Figure 1. Placement density heat map (run 1).
Scale bar: 20 microns. The die is cut into 9 by 9 equal tiles; dark purple is low, yellow is high, 0 to 100% covered.
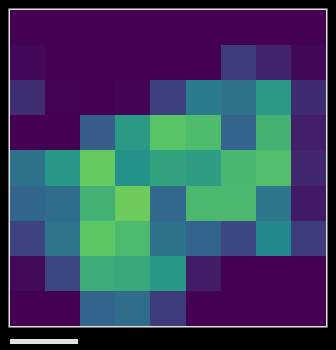
Figure 2. Clock nets (run 1).
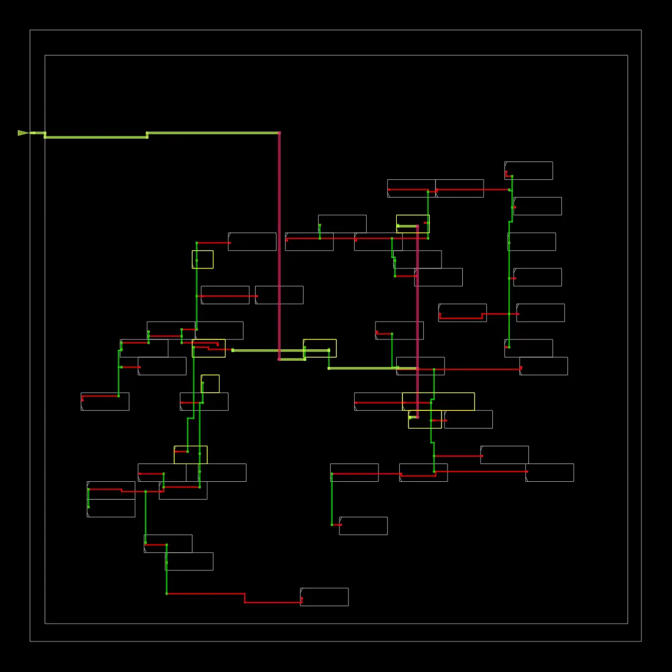
Figure 3. Sequential cells grouped by signal name (run 1).
Scale bar: 20 microns. Other sequential cells in the stronger grey, the rest of the logic in the fainter grey.
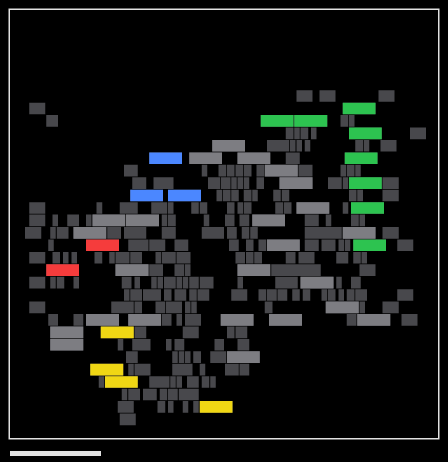
Figure 4. Routed metal per tile (run 1).
The die is cut into 19 by 19 equal tiles; dark purple is low, yellow is high, scaled to the fullest tile. Values are wire area over tile area, all layers added.
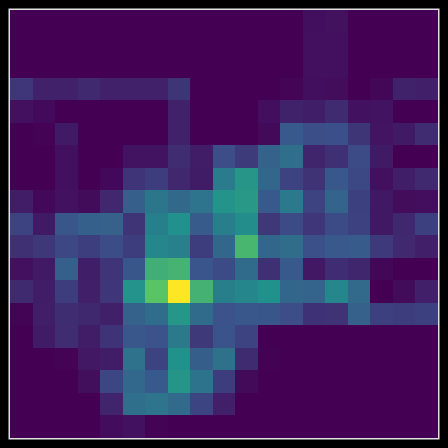
File: src/rtl/uart_receiver.sv
// uart_receiver: 16x-oversampled UART receiver with majority-vote bit sampling,
// configurable 5..8 data bits, none/even/odd parity, 1 or 2 stop bits, single holding register.
`default_nettype none

module uart_receiver (
  input  logic       i_clock,
  input  logic       i_reset,
  input  logic       i_rx,
  input  logic       i_ce,
  input  logic [1:0] i_parity,    // 0 none, 1 even, 2 odd
  input  logic       i_stopBits,  // 0 one stop bit, 1 two stop bits
  input  logic [1:0] i_dataBits,  // 0..3 -> 5..8 data bits
  input  logic       i_rd,
  output logic [7:0] o_data,
  output logic       o_avail,
  output logic       o_parityErr,
  output logic       o_frameErr,
  output logic       o_overrun,
  output logic       o_busy
);

  localparam logic [1:0] PARITY_NONE = 2'd0;
  localparam logic [1:0] PARITY_ODD  = 2'd2;

  typedef enum logic [2:0] {IDLE, START, DATA, PARITY, STOP} state_t;

  state_t     state, state_nxt;
  logic       rx_meta, rx_sync;
  logic [3:0] tick_cnt;
  logic [2:0] bit_cnt;
  logic       samp7, samp8;
  logic [1:0] cfg_parity;
  logic       cfg_stop2;
  logic [1:0] cfg_bits;
  logic [7:0] shreg;
  logic       par_bit;
  logic       stop_err;

  logic vote, at_mid, at_end, last_data, last_stop, done;
  logic parity_err_now, frame_err_now;

  always_comb begin
    vote      = (samp7 & samp8) | (samp7 & rx_sync) | (samp8 & rx_sync);
    at_mid    = i_ce && (tick_cnt == 4'd9);
    at_end    = i_ce && (tick_cnt == 4'd15);
    last_data = (bit_cnt == ({1'b0, cfg_bits} + 3'd4));
    last_stop = !cfg_stop2 || bit_cnt[0];
    parity_err_now = (cfg_parity != PARITY_NONE) &&
                     (^shreg ^ par_bit ^ (cfg_parity == PARITY_ODD));
    // At completion the current vote is the last stop bit itself.
    frame_err_now = stop_err | ~vote;
  end

  always_comb begin
    state_nxt = state;
    done      = 1'b0;
    case (state)
      IDLE:   if (i_ce && !rx_sync) state_nxt = START;
      START:  begin
        if (at_mid && vote) state_nxt = IDLE;
        else if (at_end)    state_nxt = DATA;
      end
      DATA:   if (at_end && last_data)
                state_nxt = (cfg_parity == PARITY_NONE) ? STOP : PARITY;
      PARITY: if (at_end) state_nxt = STOP;
      STOP:   if (at_mid && last_stop) begin
                done      = 1'b1;
                state_nxt = IDLE;
              end
      default: state_nxt = IDLE;
    endcase
  end

  always_ff @(posedge i_clock) begin
    if (i_reset) state <= IDLE;
    else         state <= state_nxt;
  end

  always_ff @(posedge i_clock) begin
    if (i_reset) begin
      rx_meta    <= 1'b1;
      rx_sync    <= 1'b1;
      tick_cnt   <= 4'd0;
      bit_cnt    <= 3'd0;
      samp7      <= 1'b1;
      samp8      <= 1'b1;
      cfg_parity <= PARITY_NONE;
      cfg_stop2  <= 1'b0;
      cfg_bits   <= 2'd3;
      shreg      <= 8'h00;
      par_bit    <= 1'b0;
      stop_err   <= 1'b0;
    end else begin
      rx_meta <= i_rx;
      rx_sync <= rx_meta;
      if (state == IDLE) begin
        if (i_ce && !rx_sync) begin
          cfg_parity <= i_parity;
          cfg_stop2  <= i_stopBits;
          cfg_bits   <= i_dataBits;
          tick_cnt   <= 4'd0;
          bit_cnt    <= 3'd0;
          shreg      <= 8'h00;
          stop_err   <= 1'b0;
        end
      end else if (i_ce) begin
        tick_cnt <= tick_cnt + 4'd1;
        if (tick_cnt == 4'd7) samp7 <= rx_sync;
        if (tick_cnt == 4'd8) samp8 <= rx_sync;
        if (tick_cnt == 4'd9) begin
          case (state)
            DATA:    shreg[bit_cnt] <= vote;
            PARITY:  par_bit <= vote;
            STOP:    if (!vote) stop_err <= 1'b1;
            default: ;
          endcase
        end
        // bit_cnt restarts whenever the bit period ends in a new state.
        if (tick_cnt == 4'd15) begin
          if (state_nxt != state) bit_cnt <= 3'd0;
          else                    bit_cnt <= bit_cnt + 3'd1;
        end
      end
    end
  end

  always_ff @(posedge i_clock) begin
    if (i_reset) begin
      o_data      <= 8'h00;
      o_avail     <= 1'b0;
      o_parityErr <= 1'b0;
      o_frameErr  <= 1'b0;
      o_overrun   <= 1'b0;
    end else if (done) begin
      if (!o_avail || i_rd) begin
        o_data      <= shreg;
        o_parityErr <= parity_err_now;
        o_frameErr  <= frame_err_now;
        o_avail     <= 1'b1;
        if (i_rd) o_overrun <= 1'b0;
      end else begin
        o_overrun <= 1'b1;
      end
    end else if (i_rd && o_avail) begin
      o_avail   <= 1'b0;
      o_overrun <= 1'b0;
    end
  end

  assign o_busy = (state != IDLE);

endmodule

`default_nettype wire

File: config.mk
export PLATFORM = sky130hd
export DESIGN_NAME = uart_receiver
export DESIGN_NICKNAME = d
export VERILOG_FILES = /design/src/rtl/uart_receiver.sv
export SDC_FILE = /design/constraint.sdc
export NUM_CORES = 1
export LEC_CHECK = 0
export CORE_MARGIN = 2
export CORE_UTILIZATION = 25
export DETAILED_ROUTE_END_ITERATION = 10
export REMOVE_ABC_BUFFERS = 1
export SETUP_SLACK_MARGIN = 0.4
export SLEW_MARGIN = 20
export SYNTH_ARGS = -nofsm -noshare
export SYNTH_HDL_FRONTEND = slang
export SYNTH_SLANG_ARGS = --single-unit
File: constraint.sdc
create_clock -name i_clock -period 5.7 [get_ports i_clock]
set_input_delay 1.14 -clock i_clock [delete_from_list [all_inputs] [get_ports i_clock]]
set_output_delay 1.14 -clock i_clock [all_outputs]
set_load 0.05 [all_outputs]
==> Slide: Implementation Results, run 1 <==
Synthesis and Place & Route Summary

Power and ir drop
  • Total chip power: roughly 550 uW
  • Static leakage: 0.000831 uW
  • Relative contribution of sequential cells to total power: 0.528
  • Worst-case vdd ir drop: about 0.11 mV
  • Switching share of power: 0.219

Setup path
  • Critical path's largest stage delay: about 0.77 ns
  • Startpoint of the most critical register-to-register path: tick_cnt[0]
  • Number of buffer and inverter stages on the critical path: 2
  • Crit-path cells: nor3_2, inv_1, clkdlybuf4s50_1
  • Launching instance or port of the critical path: state[0]
  • Endpoint required time on the critical path: approximately 4.6 ns
  • Largest fanout on the critical path: 12
  • Arr. time, crit path: around 2.3 ns
  • Depth of the critical timing path with buffers and inverters included: 3
  • Startpoint-to-endpoint class of the critical path: register to output port
  • Worst reg2reg path depth: 6
  • Flop-to-flop setup slack: around 3.5 ns

CTS
  • CTS H-Tree Depth: 2
  • Post CTS Setup Buffer Count: 0
  • CTS hold repair buffers: 0
  • Clock Sinks: 41
  • Clock transition time at the flip-flop clock pins of the worst setup and hold paths: around 0.080 ns
  • Clock Tree Root: clkbuf_8

Global route
  • M2 GR Usage: 0.148
  • Total track usage: 0.103
  • Largest net degree at the start of global routing: 41
  • Global-route track usage on met3: 0.0282
  • Global-route wire length before repair: 7110 microns
  • GR peak layer: met2
  • Antenna violations before repair: 0
  • Overflow after GRT: 0

Yosys
  • Post-Synthesis Cell Area: approximately 2000 sq um
  • Average size of a mapped cell: 8.16 sq um
  • Number of different library cells in the post-synthesis netlist: approximately 46
  • Sequential share of the synthesized area: 0.409
  • Synth Instances: 246

Run
  • Tally of max-capacitance violations: 0

Floorplanning
  • Number of top-level pins: 23

Drt
  • Via-to-Cell Ratio: ~4.7
  • DR DRC count: 0

Worst hold path
  • Endpoint of the worst hold path: rx_sync
  • Hold/Removal Path Class: register to register
  • Cell count of the worst hold path: 1

Final timing
  • Worst setup skew after layout: about 0.0067 ns
  • Count of endpoints failing setup in the final report: 0
  • Min Tclk post-route: 3.46 ns
  • Final count of hold timing violations: 0
  • Setup tns final: 0 ns
  • Fmax achieved: a little under 300 MHz
  • Max_slew headroom: 0.542

Placed design
  • Placer Congestion: around 0.80
  • Hpwl dp: 3060 microns
  • Setup WS pre-CTS: 2.14 ns

Status
  • Run status: complete, no violations

Layout
  • Proportion of layout cells with a drive suffix above 1: 0.0651
  • Final net count: about 270
-- Figure 1 (at the start) --
emptiest ninth of the die = top left
tiles over 75% full = 2.5%
fullest tile = 78%
mean over tiles = 26%
densest ninth of the die = middle
nearly empty tiles = 35%
Pre-Place Util: 0.259
core occupancy in the finished layout: 0.309
core area: 7770 sq um

-- Figure 2 (at the start) --
later-pin clock latency in the skew report: 0.30 ns
clock network power consumption: 236 uW
number of flip-flops and latches: 41
number of clock buffers in the layout: 5

-- Figure 3 (at the start) --
o_data -> green  # placed flops 8
cfg_parity -> red  # placed flops 2
bit_cnt -> blue  # placed flops 3
tick_cnt -> yellow  # placed flops 4, where bottom left
not coloured = 24

-- Figure 4 (at the start) --
densest ninth of the die = middle
mean over tiles = 0.077
fullest tile = 0.62
Via Count: 1711
Final Routed Wirelength: 4200 microns

## run 1: cell families after synthesis
kind of cell    count (synthesis)  share of synthesized area
simple gates                  105                      0.257
compound gates                 59                      0.179
flops                          41                      0.409
buf+inv                        22                     0.0530
xor+xnor                        9                     0.0461
mux                             6                     0.0312
fa+ha+maj                       4                     0.0249
## run 1: synth_stat cells (5+ instances only)
master,number,area (sq um)
nor3_1,7,35.0
clkbuf_1,8,30.0
a22oi_1,5,37.5
xnor2_1,6,52.6
nor2b_1,5,31.3
dfxtp_1,41,821
nand2_1,41,154
nand3_1,7,35.0
inv_1,6,22.5
o21ai_0,11,55.1
nor2_1,21,78.8
a21oi_1,25,125
## run 1: stage by stage
step	hold slack [ns]	instance area, sq um
5_1_grt	0.427	2400
6_report	0.416	2400
3_5_place_dp	0.397	2280
2_1_floorplan	0.389	1920
3_3_place_gp	0.392	2280
4_1_cts	0.418	2390
## run 1: power groups by stage
stage	Sequential (uW)	Clock, uW	Combinational, uW
final	291	236	24.2
after global placement	297	0	24.3
after detailed placement	297	0	24.5
after CTS	291	243	24.6
after global routing	291	261	26.7
after floorplan	297	0	9.94
## run 1: state kept, by name (all words and copies together), names as in the netlist, 2 cells and up
signal and count:
cfg_bits 2, cfg_parity 2, state 3, tick_cnt 4, shreg 8, o_data 8, bit_cnt 3
## run 1: cell type report
cell class	instances	area (sq um)
Tap cell	102	128
Fill cell	839	5370
Sequential cell	41	821
Clock inverter	3	46.3
Inverter	6	22.5
Multi-Input combinational cell	183	1090
Timing Repair Buffer	23	228
Clock buffer	5	68.8
## run 1: metal layers
| layer | up-vias | wire [microns] |
|---|---|---|
| met4 | 0 | 63 |
| met5 | - | 0 |
| li1 | 883 | - |
| met2 | 37 | 1760 |
| met3 | 5 | 241 |
| met1 | 786 | 2130 |
==> run 1 -> run 2 <==
==> constraint.sdc (replaced) <==
create_clock -name i_clock -period 3.3 [get_ports i_clock]
set_input_delay 0.66 -clock i_clock [delete_from_list [all_inputs] [get_ports i_clock]]
set_output_delay 0.66 -clock i_clock [all_outputs]
set_load 0.05 [all_outputs]
Figure 5. Sequential cells grouped by signal name (run 2).
Scale bar: 20 microns. Other sequential cells in the stronger grey, the rest of the logic in the fainter grey.
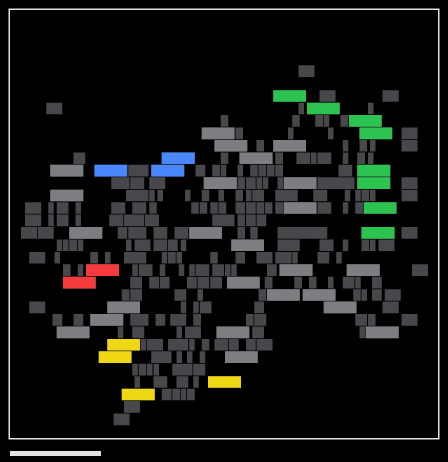
tick_cnt -> yellow  # placed flops 4, where bottom left
o_data -> green  # placed flops 8
cfg_parity -> red  # placed flops 2
bit_cnt -> blue  # placed flops 3
not coloured = 24

Figure 6. Placement density heat map (run 2).
Scale bar: 20 microns. The die is cut into 9 by 9 equal tiles; dark purple is low, yellow is high, 0 to 100% covered.
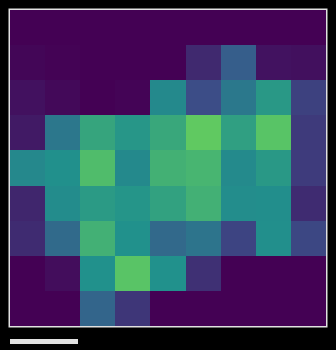
tiles over 75% full = 1.2%
densest ninth of the die = middle
emptiest ninth of the die = top left
mean over tiles = 26%
core occupancy in the finished layout: 0.310

Figure 7. Routed metal per tile (run 2).
The die is cut into 19 by 19 equal tiles; dark purple is low, yellow is high, scaled to the fullest tile. Values are wire area over tile area, all layers added.
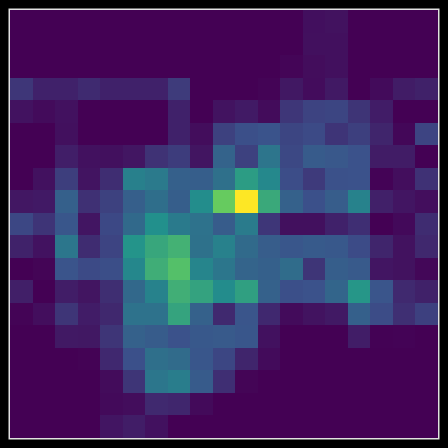
mean over tiles = 0.081
emptiest ninth of the die = top left
densest ninth of the die = middle
per-cell routed wire length: 12.1 microns
total track usage: 0.106
Via Count: 1714
Final Routed Wirelength: 4410 microns

==> run 2 against run 1 <==
Compared with the run above: sequential power up 73%; worst setup slack got worse by 1.5 ns; register-to-register slack worse by 2.4 ns; core utilization rose by 0.13 points; sequential cell count unchanged; via count grew 0.18%; critical path type unchanged.
==> Slide: Implementation Results, run 2 <==
Synthesis and Place & Route Summary

Status
  • Run status: complete, no violations (unchanged)

Drt
  • Via-to-Cell Ratio: 4.70 (was 4.71)
  • DR DRC count: 0 (unchanged)

Final timing
  • Count of endpoints failing setup in the final report: 0 (unchanged)
  • Max_slew headroom: 0.621 (was 0.542)
  • Fmax achieved: approximately 380 MHz

Yosys
  • Largest type area fraction: 0.409 (unchanged)
  • Post-Synthesis Cell Area: 2010 sq um (unchanged)
  • Number of different library cells in the post-synthesis netlist: 46 (unchanged)
  • Sequential share of the synthesized area: 0.409 (unchanged)
  • Most instantiated cells after synthesis: dfxtp_1 (41), nand2_1 (41), a21oi_1 (25) (unchanged)
  • Synth Instances: 246 (unchanged)
  • Post-synthesis cell type with the largest combined area: dfxtp_1 (unchanged)
  • Largest cells by area: dfxtp_1 (41%), nand2_1 (7.7%), a21oi_1 (6.2%) (unchanged)

Floorplanning
  • Pre-Place Util: 0.259 (unchanged)
  • Number of top-level pins: 23 (unchanged)
  • Core area: 7770 sq um (unchanged)

CTS
  • CTS hold repair buffers: 0 (unchanged)
  • Clock Tree Root: clkbuf_8 (unchanged)
  • Post CTS Setup Buffer Count: 0 (unchanged)
  • Clock Sinks: 41 (unchanged)
  • Clock transition time at the flip-flop clock pins of the worst setup and hold paths: 0.08 ns (about the same)
  • Later-pin clock latency in the skew report: 0.29 ns (was 0.30 ns)

Power and ir drop
  • Worst-case vdd ir drop: 0.212 mV (was 0.107 mV)
  • Total chip power: 958 uW (was 550 uW)
  • Static leakage: 0.000839 uW (was 0.000831 uW)

Layout
  • Proportion of layout cells with a drive suffix above 1: 0.0684 (was 0.0651)
  • Filler instances: 868 (was 839)
  • Biggest regs: o_data: 8 flops, shreg: 8 flops, tick_cnt: 4 flops (unchanged)
  • Combinational gate area: 1080 sq um (was 1090 sq um)
  • Final net count: 276 (was 274)

Global route
  • Largest net degree at the start of global routing: 40 (was 41)
  • M2 GR Usage: 0.151 (was 0.148)
  • Global-route wire length before repair: 7470 microns (was 7110 microns)
  • Overflow after GRT: 0 (unchanged)
  • Antenna violations before repair: 0 (unchanged)
  • Global-route track usage on met3: 0.0274 (was 0.0282)
  • GR peak layer: met1 (was met2)

Placed design
  • Placer Congestion: 0.850 (was 0.799)
  • Setup WS pre-CTS: 0.446 ns (was 2.14 ns)

Setup path
  • Startpoint-to-endpoint class of the critical path: register to output port (unchanged)
  • Critical path's largest stage delay: 0.84 ns (was 0.77 ns)
  • Arr. time, crit path: 1.94 ns (was 2.32 ns)
  • Largest fanout on the critical path: 10 (was 12)
  • Number of buffer and inverter stages on the critical path: 2 (unchanged)

Worst hold path
  • Hold/Removal Path Class: register to register (unchanged)
-- run 2: power by group --
part / total (uW) / internal, uW / switching [uW] / leakage (uW)
logic: 42.4 / 18.9 / 23.5 / 0.000454
registers: 502 / 498 / 4.45 / 0.000331
clock network: 413 / 227 / 187 / 0.0000543
total: 958 / 743 / 215 / 0.000839
-- run 2: cell families (layout without fill, tap and decap cells) --
group           after synthesis  after routing  synth area share
simple gates                105            105             0.257
compound gates               59             59             0.179
flops                        41             41             0.409
buf+inv                      22             39            0.0530
xor+xnor                      9              9            0.0461
mux                           6              6            0.0312
fa+ha+maj                     4              4            0.0249
-- run 2: final timing paths --
kind / startpoint / end / cells after the start
setup / recovery: state[0] / o_busy / 3
hold / removal: rx_meta / rx_sync / 1
setup reg to reg: tick_cnt[0] / bit_cnt[2] / 6
hold reg to reg: rx_meta / rx_sync / 1
-- run 2: layout make-up --
class / count / area share
clock inverter: 3 / 0.0192
timing repair buffer: 25 / 0.101
inverter: 6 / 0.00935
tap: 102 / 0.0530
sequential: 41 / 0.341
clock buffer: 5 / 0.0286
multi-input combinational: 183 / 0.449
-- run 2: per-layer routing --
layer | vias up | part of all wire | routed length [microns]
li1 | 888 | - | -
met1 | 775 | 0.50 | 2220
met2 | 47 | 0.42 | 1850
met3 | 4 | 0.064 | 284
met4 | 0 | 0.012 | 54
met5 | - | 0 | 0
-- run 2: per-stage QoR --
stage	instances	hold WS [ns]	area, sq um
finish	365	0.423	2410
global route	365	0.427	2410
CTS	365	0.423	2410
detailed placement	357	0.400	2290
global placement	357	0.392	2290
floorplan	230	0.389	1920
==> run 2 -> run 3 <==
==> constraint.sdc (replaced) <==
create_clock -name i_clock -period 2.7 [get_ports i_clock]
set_input_delay 0.54 -clock i_clock [delete_from_list [all_inputs] [get_ports i_clock]]
set_output_delay 0.54 -clock i_clock [all_outputs]
set_load 0.05 [all_outputs]
Figure 8. Signal wires by layer (run 3).
Only two layers are drawn.
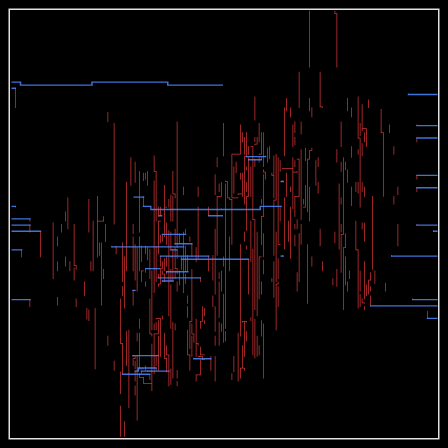
metal 3 -> blue  # wire length 271 microns
metal 2 -> red  # wire length 1940 microns

Figure 9. Placement density heat map (run 3).
Scale bar: 20 microns. The die is cut into 9 by 9 equal tiles; dark purple is low, yellow is high, 0 to 100% covered.
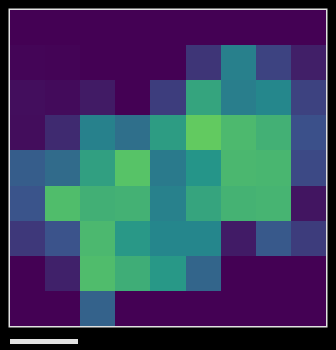
mean over tiles = 27%
tiles over 75% full = 1.2%
densest ninth of the die = middle
fullest tile = 76%
core occupancy in the finished layout: 0.315

Figure 10. Clock nets (run 3).
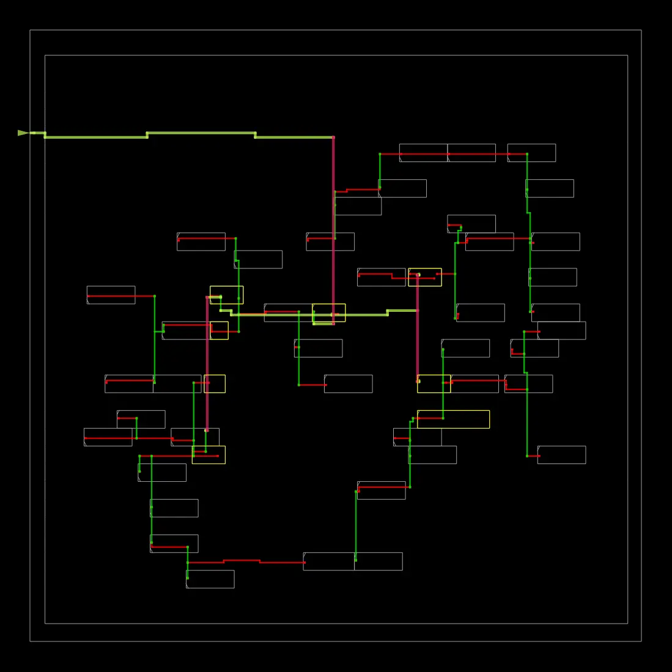
total clock buffers created by CTS: 5
clock network power consumption: 502 uW
Clock Sinks: 41

==> run 3 against run 2 <==
Compared with the run above: worst setup slack lost 0.22 ns; register-to-register slack lost 0.49 ns; sequential share of layout area shrank 0.49 points; non-clock buffer count grew 5; sequential power grew 22%; sequential cell count is the same; clock skew is essentially flat; first-iteration DRC count shrank 47%; clock power grew 22%; cell area grew 1.6%.
==> Slide: Implementation Results, run 3 <==
Synthesis and Place & Route Summary

CTS
  • CTS hold repair buffers: 0 (unchanged)
  • Later-pin clock latency in the skew report: 0.30 ns (was 0.29 ns)
  • Clock transition time at the flip-flop clock pins of the worst setup and hold paths: 0.08 ns (about the same)
  • Post CTS Setup Buffer Count: 0 (unchanged)
  • Clock Tree Root: clkbuf_8 (unchanged)

Status
  • Run status: complete, no violations (unchanged)

Setup path
  • Flop-to-flop setup slack: 0.54 ns (was 1.03 ns)
  • Arr. time, crit path: 2.42 ns (was 1.94 ns)
  • CP Capture Point: bit_cnt[2] (was o_busy)
  • Startpoint of the most critical register-to-register path: tick_cnt[0] (unchanged)
  • Endpoint required time on the critical path: 2.89 ns (was 2.64 ns)
  • Startpoint-to-endpoint class of the critical path: primary input to register (was register to output port)
  • Critical path's largest stage delay: 0.51 ns (was 0.84 ns)
  • Number of buffer and inverter stages on the critical path: 1 (was 2)

Power and ir drop
  • Static leakage: 0.000868 uW (was 0.000839 uW)
  • Worst-case vdd ir drop: 0.156 mV (was 0.212 mV)

Yosys
  • And+or+nand+nor area frac: 0.257 (unchanged)
  • XOR/XNOR Area Share: 0.0461 (unchanged)
  • Post-synthesis cell type with the largest combined area: dfxtp_1 (unchanged)
  • Fraction of the mapped netlist area in adder cells: 0.0249 (unchanged)
  • Post-Synth AOI/OAI Area: 0.179 (unchanged)
  • Top comb family, area: simple AND/OR/NAND/NOR gates (unchanged)
  • Synth Instances: 246 (unchanged)

Drt
  • Final Routed Wirelength: 4540 microns (was 4410 microns)
  • DR DRC count: 0 (unchanged)
  • Via-to-Cell Ratio: 4.77 (was 4.70)

Global route
  • Total track usage: 0.110 (was 0.106)
  • Overflow after GRT: 0 (unchanged)
  • Antenna violations before repair: 0 (unchanged)

Final timing
  • Final-layout worst hold slack: 0.417 ns (was 0.423 ns)
  • Count of endpoints failing setup in the final report: 0 (unchanged)
  • Fmax achieved: about 450 MHz
  • Worst setup skew after layout: 0.00574 ns (was 0.00602 ns)

Placed design
  • Placer Congestion: 0.846 (was 0.850)
  • Hpwl dp: 3240 microns (was 3130 microns)

Layout
  • Final net count: 281 (was 276)

Run
  • Tally of max-capacitance violations: 0 (unchanged)

Worst hold path
  • Hold/Removal Path Class: register to register (unchanged)

Floorplanning
  • Pre-Place Util: 0.259 (unchanged)
[run 3: cell counts after synthesis]
No cell type changed its count.
[run 3: kinds of logic (layout without fill, tap and decap cells)]
| family | count (synthesis) | in the layout |
|---|---|---|
| AND-OR/OR-AND | 59 | 59 |
| XOR/XNOR | 9 | 9 |
| adder cells (fa/ha/maj) | 4 | 4 |
| buffers and inverters | 22 | 44 |
| flip-flops | 41 | 41 |
| multiplexers | 6 | 6 |
| AND/OR/NAND/NOR | 105 | 105 |
[run 3: worst min path at each step]
stage | from | endpoint | slack, ns | cells past startpoint
final | rx_meta | rx_sync | 0.42 | 1
after global routing | rx_meta | rx_sync | 0.43 | 1
after CTS | rx_meta | rx_sync | 0.42 | 1
after detailed placement | rx_meta | rx_sync | 0.40 | 1
after global placement | rx_meta | rx_sync | 0.39 | 1
after floorplan | rx_meta | rx_sync | 0.39 | 1
[run 3: area by class of cell]
type,count,area [sq um]
clock inverters,3,46.3
inverters,6,22.5
clock buffers,5,68.8
fillers,848,5320
flip-flops and latches,41,822
multi-input cells,183,1080
well taps,102,128
repair buffers,30,278
[run 3: metal layers]
layer,global-route usage,vias up
met2,0.158,60
met4,0.0399,0
met5,0,-
met1,0.159,790
met3,0.0274,9
li1,-,905
[run 3: where the power goes]
part	switching (uW)	total [uW]	internal, uW
Sequential	5.45	614	608
Combinational	30.3	55.8	25.5
Clock	225	502	277
Total	261	1170	911
[run 3: stage by stage]
| stage | cells | instance area (sq um) | total power, uW | setup slack, ns |
|---|---|---|---|---|
| after floorplan | 230 | 1920 | 647 | 0.459 |
| after global placement | 362 | 2330 | 684 | 0.168 |
| after detailed placement | 362 | 2330 | 684 | 0.155 |
| after CTS | 370 | 2440 | 1190 | 0.468 |
| after global routing | 370 | 2450 | 1220 | 0.394 |
| final | 370 | 2450 | 1170 | 0.471 |
No activity file was given, so power comes from the tool's default toggle rates.
